### The metal 1 layer, run 1

Scale bar: 50 µm.
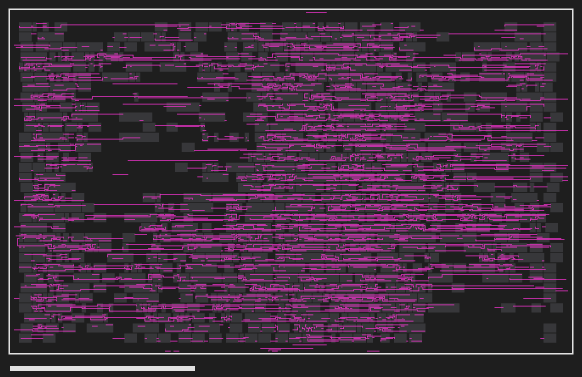
### Wiring heat map, run 1

30 x 19 tiles, from white (low) to dark blue (high), scaled to the fullest tile. Values are wire area over tile area, all layers added.
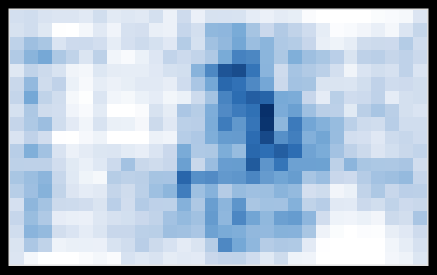
### Congestion heat map, run 1

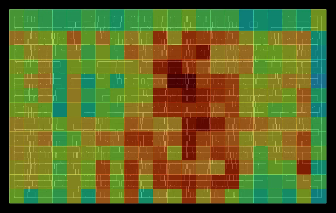
### Zoomed window, run 1

Scale bar: 5 µm. Region (104, 60) to (124, 80) µm. Cells in grey, sequential cells in the stronger grey; small squares are vias.
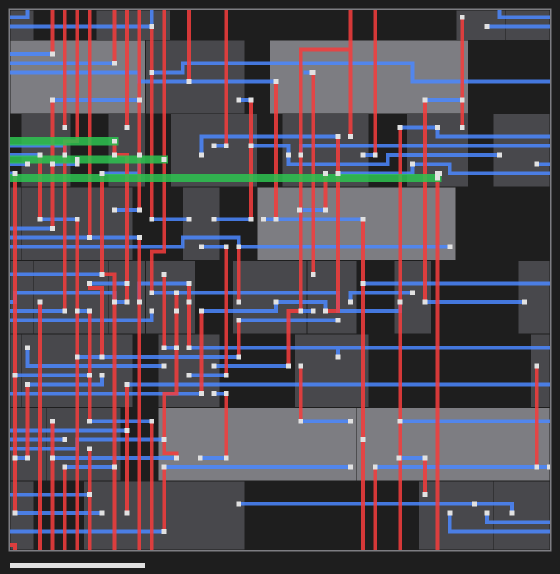
## config.mk

```make
export PLATFORM = sky130hd
export DESIGN_NAME = ifetch_stage_flat
export DESIGN_NICKNAME = d
export VERILOG_FILES = /design/src/rtl/ifetch_stage_if.sv /design/src/rtl/ifetch_stage.sv /design/src/flat_wrapper.sv
export SDC_FILE = /design/constraint.sdc
export NUM_CORES = 1
export LEC_CHECK = 0
export CORE_ASPECT_RATIO = 0.6
export CORE_MARGIN = 2
export CORE_UTILIZATION = 38
export CTS_CLUSTER_DIAMETER = 30
export DETAILED_ROUTE_END_ITERATION = 8
export PLACE_DENSITY = 0.85
export SYNTH_ARGS = -nofsm -noshare
export SYNTH_HDL_FRONTEND = slang
export SYNTH_SLANG_ARGS = --single-unit
```

## constraint.sdc

```tcl
create_clock -name clk -period 2 [get_ports clk]
set_input_delay 0.3 -clock clk [delete_from_list [all_inputs] [get_ports clk]]
set_output_delay 0.3 -clock clk [all_outputs]
set_load 0.02 [all_outputs]
```

## src/rtl/ifetch_stage_if.sv

```systemverilog
// rtl/ifetch_stage_if.sv - control-unit and imem signal bundle for ifetch_stage
// master = control unit plus imem side, slave = the fetch stage itself.
interface ifetch_stage_if;
  logic        fetch_req;
  logic        stall;
  logic        pc_load;
  logic [31:0] pc_next_in;
  logic [31:0] imem_addr;
  logic        imem_read_en_;
  logic [31:0] imem_instr;
  logic [31:0] ir_out;
  logic [31:0] ir_pc;
  logic [31:0] pc_out;
  logic [31:0] pc_plus4;
  logic        fetch_done;
  logic        fetch_fault;
  logic        halted;

  modport master (
    output fetch_req,
    output stall,
    output pc_load,
    output pc_next_in,
    output imem_instr,
    input  imem_addr,
    input  imem_read_en_,
    input  ir_out,
    input  ir_pc,
    input  pc_out,
    input  pc_plus4,
    input  fetch_done,
    input  fetch_fault,
    input  halted
  );

  modport slave (
    input  fetch_req,
    input  stall,
    input  pc_load,
    input  pc_next_in,
    input  imem_instr,
    output imem_addr,
    output imem_read_en_,
    output ir_out,
    output ir_pc,
    output pc_out,
    output pc_plus4,
    output fetch_done,
    output fetch_fault,
    output halted
  );
endinterface

```

## src/rtl/ifetch_stage.sv

```systemverilog
// rtl/ifetch_stage.sv - multi-cycle fetch stage: owns PC, sequences imem reads, captures IR
// Halt-on-opcode 6'b111111 is built only when IFETCH_HALT_DETECT_EN is defined.
module ifetch_stage #(
  parameter logic [31:0] RESET_PC   = 32'h0000_00F8,
  parameter int unsigned IMEM_BYTES = 351
) (
  input logic           clk,
  input logic           rst,
  ifetch_stage_if.slave bus
);

  // Highest PC whose 4-byte word still lies fully inside imem.
  localparam logic [31:0] LAST_FETCH_PC = 32'(IMEM_BYTES - 4);

  typedef enum logic [1:0] {
    S_IDLE    = 2'd0,
    S_ISSUE   = 2'd1,
    S_CAPTURE = 2'd2,
    S_HALT    = 2'd3
  } state_e;

  state_e      state_q;
  logic [31:0] pc_q;
  logic [31:0] pc_d;
  logic [31:0] ir_q;
  logic [31:0] ir_pc_q;
  logic        rd_en_n_q;
  logic        done_q;
  logic        fault_q;
  logic [31:0] pc_inc;
  logic        fetch_legal;

  assign pc_inc      = pc_q + 32'd4;
  assign fetch_legal = (pc_q[1:0] == 2'b00) && (pc_q <= LAST_FETCH_PC);

`ifdef IFETCH_HALT_DETECT_EN
  localparam logic [5:0] HALT_OPCODE = 6'b111111;
  logic halted_q;
  logic halt_hit;
  assign halt_hit   = (bus.imem_instr[31:26] == HALT_OPCODE);
  assign bus.halted = halted_q;
`else
  assign bus.halted = 1'b0;
`endif

  // pc only moves on a load while idle or on the capture edge.
  always_comb begin
    pc_d = pc_q;
    case (state_q)
      S_IDLE:    if (bus.pc_load) pc_d = bus.pc_next_in;
      S_CAPTURE: pc_d = pc_inc;
      default:   pc_d = pc_q;
    endcase
  end

  always_ff @(posedge clk) begin
    if (rst) begin
      state_q   <= S_IDLE;
      pc_q      <= RESET_PC;
      ir_q      <= 32'h0;
      ir_pc_q   <= 32'h0;
      rd_en_n_q <= 1'b1;
      done_q    <= 1'b0;
      fault_q   <= 1'b0;
`ifdef IFETCH_HALT_DETECT_EN
      halted_q  <= 1'b0;
`endif
    end else begin
      pc_q    <= pc_d;
      done_q  <= 1'b0;
      fault_q <= 1'b0;
      case (state_q)
        S_IDLE: begin
          if (!bus.pc_load && bus.fetch_req) begin
            if (fetch_legal) begin
              state_q   <= S_ISSUE;
              rd_en_n_q <= 1'b0;
            end else begin
              fault_q   <= 1'b1;
            end
          end
        end
        S_ISSUE: begin
          if (!bus.stall) state_q <= S_CAPTURE;
        end
        S_CAPTURE: begin
          ir_q      <= bus.imem_instr;
          ir_pc_q   <= pc_q;
          done_q    <= 1'b1;
          rd_en_n_q <= 1'b1;
`ifdef IFETCH_HALT_DETECT_EN
          if (halt_hit) begin
            state_q  <= S_HALT;
            halted_q <= 1'b1;
          end else begin
            state_q  <= S_IDLE;
          end
`else
          state_q   <= S_IDLE;
`endif
        end
`ifdef IFETCH_HALT_DETECT_EN
        S_HALT: begin
          state_q   <= S_HALT;
          rd_en_n_q <= 1'b1;
        end
`endif
        default: begin
          state_q   <= S_IDLE;
          rd_en_n_q <= 1'b1;
        end
      endcase
    end
  end

  assign bus.imem_addr     = pc_q;
  assign bus.imem_read_en_ = rd_en_n_q;
  assign bus.ir_out        = ir_q;
  assign bus.ir_pc         = ir_pc_q;
  assign bus.pc_out        = pc_q;
  assign bus.pc_plus4      = pc_inc;
  assign bus.fetch_done    = done_q;
  assign bus.fetch_fault   = fault_q;

endmodule

```

## src/flat_wrapper.sv

```systemverilog
// flat-port wrapper written by rule: the top's interface ports become plain ports
module ifetch_stage_flat 
#(
  parameter logic [31:0] RESET_PC   = 32'h0000_00F8,
  parameter int unsigned IMEM_BYTES = 351
)
  (clk, rst, bus_fetch_req, bus_stall, bus_pc_load, bus_pc_next_in, bus_imem_instr, bus_imem_addr, bus_imem_read_en_, bus_ir_out, bus_ir_pc, bus_pc_out, bus_pc_plus4, bus_fetch_done, bus_fetch_fault, bus_halted);
  ifetch_stage_if bus_i ();
  input logic clk;
  input logic rst;
  input wire logic [$bits(bus_i.fetch_req)-1:0] bus_fetch_req;
  input wire logic [$bits(bus_i.stall)-1:0] bus_stall;
  input wire logic [$bits(bus_i.pc_load)-1:0] bus_pc_load;
  input wire logic [$bits(bus_i.pc_next_in)-1:0] bus_pc_next_in;
  input wire logic [$bits(bus_i.imem_instr)-1:0] bus_imem_instr;
  output wire logic [$bits(bus_i.imem_addr)-1:0] bus_imem_addr;
  output wire logic [$bits(bus_i.imem_read_en_)-1:0] bus_imem_read_en_;
  output wire logic [$bits(bus_i.ir_out)-1:0] bus_ir_out;
  output wire logic [$bits(bus_i.ir_pc)-1:0] bus_ir_pc;
  output wire logic [$bits(bus_i.pc_out)-1:0] bus_pc_out;
  output wire logic [$bits(bus_i.pc_plus4)-1:0] bus_pc_plus4;
  output wire logic [$bits(bus_i.fetch_done)-1:0] bus_fetch_done;
  output wire logic [$bits(bus_i.fetch_fault)-1:0] bus_fetch_fault;
  output wire logic [$bits(bus_i.halted)-1:0] bus_halted;
  assign bus_i.fetch_req = bus_fetch_req;
  assign bus_i.stall = bus_stall;
  assign bus_i.pc_load = bus_pc_load;
  assign bus_i.pc_next_in = bus_pc_next_in;
  assign bus_i.imem_instr = bus_imem_instr;
  assign bus_imem_addr = bus_i.imem_addr;
  assign bus_imem_read_en_ = bus_i.imem_read_en_;
  assign bus_ir_out = bus_i.ir_out;
  assign bus_ir_pc = bus_i.ir_pc;
  assign bus_pc_out = bus_i.pc_out;
  assign bus_pc_plus4 = bus_i.pc_plus4;
  assign bus_fetch_done = bus_i.fetch_done;
  assign bus_fetch_fault = bus_i.fetch_fault;
  assign bus_halted = bus_i.halted;
  ifetch_stage #(.RESET_PC(RESET_PC), .IMEM_BYTES(IMEM_BYTES)) u_core (.clk(clk), .rst(rst), .bus(bus_i));
endmodule
```

==> run summary, run 1 <==
outcome - complete, but fails checks
failing checks - setup timing
EDFF count, synth - 0
count leader, synth - nand2_1
Placed Area - 7880 µm²
fraction of area in multi-input gates - 32.6%
input/output buffers - 231
switching power total - 1.44 mW
Final min period - 2.34 ns
DP Cell Count - 1053
syn_area_per_cell - 7.76 µm²
sequential power - 2.11 mW
CTS resizes - 198
slowest CP cell - nor4_2
synthesized area - 5010 µm²
Crit path max-delay family - simple AND/OR/NAND/NOR gates
Setup WS post-layout - -0.338 ns
Multi-In Gates - 445
area fraction in mux cells - 0.424%
ao+oa area frac - 16.4%
DRT Wirelength - 21600 µm
dpl hpwl - 14000 µm
fraction of layout cells with a size suffix above 1 - 27.3%
Post-CTS Setup Bufs - 15
Ys Warns - 0
Iter 0 DRT Violations - 568
largest cell class by area - non-clock buffers
Non-clk invs - 7
comb area leader - simple AND/OR/NAND/NOR gates
relative slew slack - 58.0%
Setup crit start - u_core.bus.imem_addr[18]
Crit. path cell count - 6
CP peak stage delay - 0.38 ns
H-Tree Depth - 3
met1 Track Usage GR - 36.1%
RSZ-0062 raised after global routing - yes
most frequent cells in the layout - clkdlybuf4s50_1 (201), nand2_1 (165), buf_4 (113)
ANT cells - 0
critical path class - register to output port
worst hold endpoint - u_core.bus.ir_out[3]
maximum fanout along the worst path - 3
comb pwr - 1.03 mW
vias in the first global route - 5446
Crit Reg-Reg Endpoint - u_core.bus.imem_addr[27]
# clk buffers - 10
registers - 101
fmax - 428 MHz
CP required - 1.70 ns
top power group - sequential cells
storage element area - 2060 µm²
Clock-cell share - 3.55%
I/O pin cnt - 233
CP cell instances - nand4_1 > nor4_2 > buf_4 > nand4_1 > xnor2_2 > buf_4
Die Span X - 152 µm
Worst Hold Launch - u_core.bus.ir_out[3]
metal3 WL - 2480 µm
via count - 6061
Hold-fix buffers, CTS - 0
gr usage total - 27.5%
clock tree buffer depth - 2
VDD IR max - 0.454 mV
Adder Share, Synth - 0.499%
chip area - 14200 µm²
# rows - 32
Metal-1 WL - 9060 µm
cell count after synthesis - 646
die height - 93.0 µm
setup violators final - 26
Combinational Power Share - 20.4%
Layout area overhead - 75.8%
DRT Pass-1 Iters - 6
first-pass GRT wire length - 30900 µm
CTS tree - done
GR met3 Demand/Resource - 10.9%
R2R Setup Slk - -0.04 ns
Yosys Chip Area - 5010 µm²
fp_density - 39.0%
Pwr Total - 5.02 mW
n_taps - 170
Commonest Layout Cell - clkdlybuf4s50_1
Sequential Power Share - 41.9%
XOR/XNOR Fraction of Synth Area - 4.37%
CORE AREA - 12900 µm²
PwrDens - 570 nW/µm²
Final nets - 989
top cells by count, synth - nand2_1 (168), dfxtp_1 (101), a21oi_1 (80)
About 'The metal 1 layer':
share of all routed wire: 42%
wire length on this layer: 9060 µm
main direction: horizontal

About 'Wiring heat map':
mean over tiles: 0.26
densest ninth of the die: centre
fullest tile: 0.95
tiles over half the peak: 13%

About 'Congestion heat map':
met2 Track Usage GR: 42.6%
Final Util: 68.6%

About 'Zoomed window':
[green] M3
[blue] M1
[red] M2
sequential cells in the window: 5
netlist names of flops here include: `u_core.bus.imem_addr` (4), `u_core.bus.ir_pc` (1)
cells with their middle in the window: 27
most frequent: dfxtp_1 (5), nand2_1 (4), buf_4 (4)

--- run 2 (diff from run 1) ---
- CTS_CLUSTER_SIZE: unset -> 30
### Wiring heat map, run 2

30 x 19 tiles, from white (low) to dark blue (high), scaled to the fullest tile. Values are wire area over tile area, all layers added.
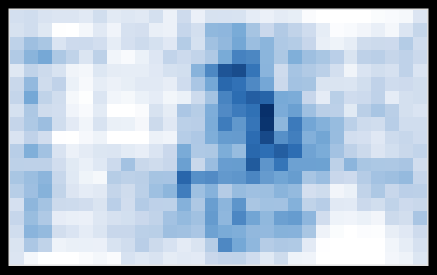
nearly empty tiles: 5.4%
tiles over half the peak: 13%
densest ninth of the die: centre
fullest tile: 0.95

==> run 2 against run 1 <==
Net effect: the run still ends with setup timing left; cell count did not move; maximum frequency did not move; total power did not move; critical path depth did not move; register-to-register slack barely moved; clock skew did not move; clock power barely moved; combinational power barely moved; final area did not move; die size did not move; wire length did not move; critical path type unchanged.
==> run summary, run 2 <==
GR met3 Demand/Resource - 10.9% (unchanged)
RSZ-0062 raised after global routing - yes
CP cell instances - nand4_1 > nor4_2 > buf_4 > nand4_1 > xnor2_2 > buf_4
syn_area_per_cell - 7.76 µm² (unchanged)
n_taps - 170 (unchanged)
critical path class - register to output port
leading area contributor after synthesis - dfxtp_1
metal3 WL - 2480 µm (unchanged)
Metal-1 WL - 9060 µm (unchanged)
CP required - 1.70 ns (about the same)
ANT cells - 0 (unchanged)
Final min period - 2.34 ns (unchanged)
Adder Share, Synth - 0.499% (unchanged)
gr usage total - 27.5% (unchanged)
Comb area - 2870 µm²
ao+oa area frac - 16.4% (unchanged)
setup violators final - 26 (unchanged)
XOR/XNOR Fraction of Synth Area - 4.37% (unchanged)
count leader, synth - nand2_1
H-Tree Depth - 3 (unchanged)
Signal buf overhead - 37.8%
DRT Pass-1 Iters - 6 (unchanged)
EDFF count, synth - 0 (unchanged)
area fraction in mux cells - 0.424% (unchanged)
Clock-cell share - 3.55% (unchanged)
met2 Track Usage GR - 42.6% (unchanged)
worst hold endpoint - u_core.bus.ir_out[3]
most frequent cells in the layout - clkdlybuf4s50_1 (201), nand2_1 (165), buf_4 (113)
PwrDens - 570 nW/µm² (unchanged)
Die Span X - 152 µm (unchanged)
Ys Warns - 0 (unchanged)
Combinational Power Share - 20.4% (about the same)
Worst Hold Launch - u_core.bus.ir_out[3]
comb pwr - 1.03 mW (about the same)
# clk buffers - 10 (unchanged)
storage element area - 2060 µm² (unchanged)
Hold-fix buffers, CTS - 0 (unchanged)
first-pass GRT wire length - 30900 µm (unchanged)
chip area - 14200 µm² (unchanged)
DP Cell Count - 1053 (unchanged)
Clock Power - 1.89 mW
DRT Wirelength - 21600 µm (unchanged)
Commonest Layout Cell - clkdlybuf4s50_1
top cells by count, synth - nand2_1 (168), dfxtp_1 (101), a21oi_1 (80)
via count - 6061 (unchanged)
cycle use final - 117%
Crit Reg-Reg Endpoint - u_core.bus.imem_addr[27]
Final Util - 68.6% (unchanged)
fraction of area in multi-input gates - 32.6% (unchanged)
registers - 101 (unchanged)
Final nets - 989 (unchanged)
hold depth - 2
VDD IR max - 0.454 mV (unchanged)
Clock transition at path regs - 0.07 ns
Non-clk invs - 7 (unchanged)
Post-CTS Setup Bufs - 15 (unchanged)
Multi-In Gates - 445 (unchanged)
die height - 93.0 µm (unchanged)
CTS tree - done
vias in the first global route - 5446 (unchanged)
clock tree buffer depth - 2 (unchanged)
Sequential Power Share - 41.9% (about the same)
met1 Track Usage GR - 36.1% (unchanged)
R2R Setup Slk - -0.04 ns (about the same)
input/output buffers - 231 (unchanged)
fraction of layout cells with a size suffix above 1 - 27.3% (unchanged)
synthesized area - 5010 µm² (unchanged)
slowest CP cell - nor4_2
switching power total - 1.44 mW (unchanged)
Setup WS post-layout - -0.338 ns (unchanged)
Placed Area - 7880 µm² (unchanged)
largest cell class by area - non-clock buffers
R2R cell count - 8
CP peak stage delay - 0.38 ns (about the same)
CTS resizes - 198 (unchanged)
Setup crit start - u_core.bus.imem_addr[18]
relative slew slack - 58.0% (unchanged)
outcome - complete, but fails checks
fmax - 428 MHz (unchanged)
Layout area overhead - 75.8% (unchanged)
CORE AREA - 12900 µm² (unchanged)
failing checks - setup timing
I/O pin cnt - 233 (unchanged)
### The metal 1 layer, run 2

Scale bar: 50 µm.
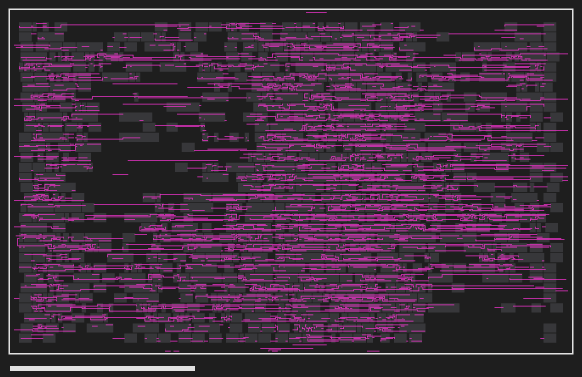
main direction: horizontal
wire length on this layer: 9060 µm
share of all routed wire: 42%
nets with wire on the layer: 867
longest straight run: 47.9 µm

--- run 3 (diff from run 2) ---
- GPL_TIMING_DRIVEN: unset -> 0
### Congestion heat map, run 3

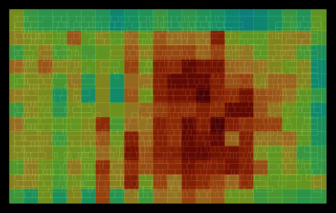
GR met3 Demand/Resource: 9.55%
met1 Track Usage GR: 38.5%
gr usage total: 29.1%

==> run 3 against run 2 <==
Net effect: the run still ends with setup timing left; synthesized cell count unchanged; combinational power increased by 4%; clock power about the same; register-to-register slack got worse by 0.34 ns; die size unchanged; sequential share of layout area decreased by 0.49 points; core utilization increased by 2.7 points; clock-buffer cell count decreased by 1.
==> run summary, run 3 <==
Clock Power - 1.89 mW (about the same)
Final Util - 71.2% (+2.7 points)
Multi-In Gates - 445 (unchanged)
vias in the first global route - 5795 (+6.4%)
die height - 93.0 µm (unchanged)
RSZ-0062 raised after global routing - yes
fraction of area in multi-input gates - 31.6% (-1.0 points)
hold depth - 2 (unchanged)
fmax - 368 MHz (-14%)
chip area - 14200 µm² (unchanged)
Ys Warns - 0 (unchanged)
I/O pin cnt - 233 (unchanged)
Crit Reg-Reg Endpoint - u_core.bus.imem_addr[27]
ao+oa area frac - 16.4% (unchanged)
synthesized area - 5010 µm² (unchanged)
Layout area overhead - 82.6%
XOR/XNOR Fraction of Synth Area - 4.37% (unchanged)
outcome - complete, but fails checks
Post-CTS Setup Bufs - 70 (+55)
Comb area - 2890 µm² (+0.65%)
area fraction in mux cells - 0.424% (unchanged)
critical path class - register to output port
Worst Hold Launch - u_core.bus.ir_pc[27]
Metal-1 WL - 9280 µm (+2.5%)
Adder Share, Synth - 0.499% (unchanged)
Sequential Power Share - 42.0% (about the same)
registers - 101 (unchanged)
# clk buffers - 9 (-1)
Die Span X - 152 µm (unchanged)
DP Cell Count - 1046 (-0.66%)
fraction of layout cells with a size suffix above 1 - 31.4% (+4.1 points)
met2 Track Usage GR - 45.8% (+3.2 points)
Combinational Power Share - 20.9% (+0.5 points)
clock tree buffer depth - 2 (unchanged)
Hold-fix buffers, CTS - 0 (unchanged)
n_taps - 170 (unchanged)
DRT Pass-1 Iters - 6 (unchanged)
worst hold endpoint - u_core.bus.ir_pc[27]
H-Tree Depth - 3 (unchanged)
syn_area_per_cell - 7.76 µm² (unchanged)
switching power total - 1.49 mW (+3.6%)
EDFF count, synth - 0 (unchanged)
Final min period - 2.72 ns (+0.380 ns)
Placed Area - 7620 µm² (-3.2%)
Final nets - 1045 (+5.7%)
R2R cell count - 7 (-1)
Setup WS post-layout - -0.719 ns (-0.380 ns)
setup violators final - 29 (+12%)
relative slew slack - 40.6% (-17 points)
largest cell class by area - non-clock buffers
failing checks - setup timing
### Wiring heat map, run 3

30 x 19 tiles, from white (low) to dark blue (high), scaled to the fullest tile. Values are wire area over tile area, all layers added.
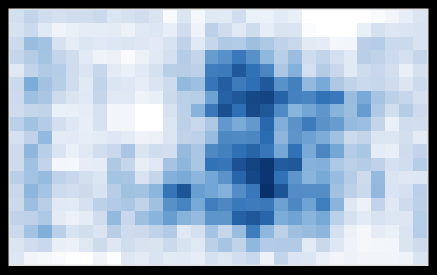
via count: 6505
WL per Instance: 20.7 µm
DRT Wirelength: 23800 µm

Power figures rest on the tool's default switching activity, not on a simulated workload.
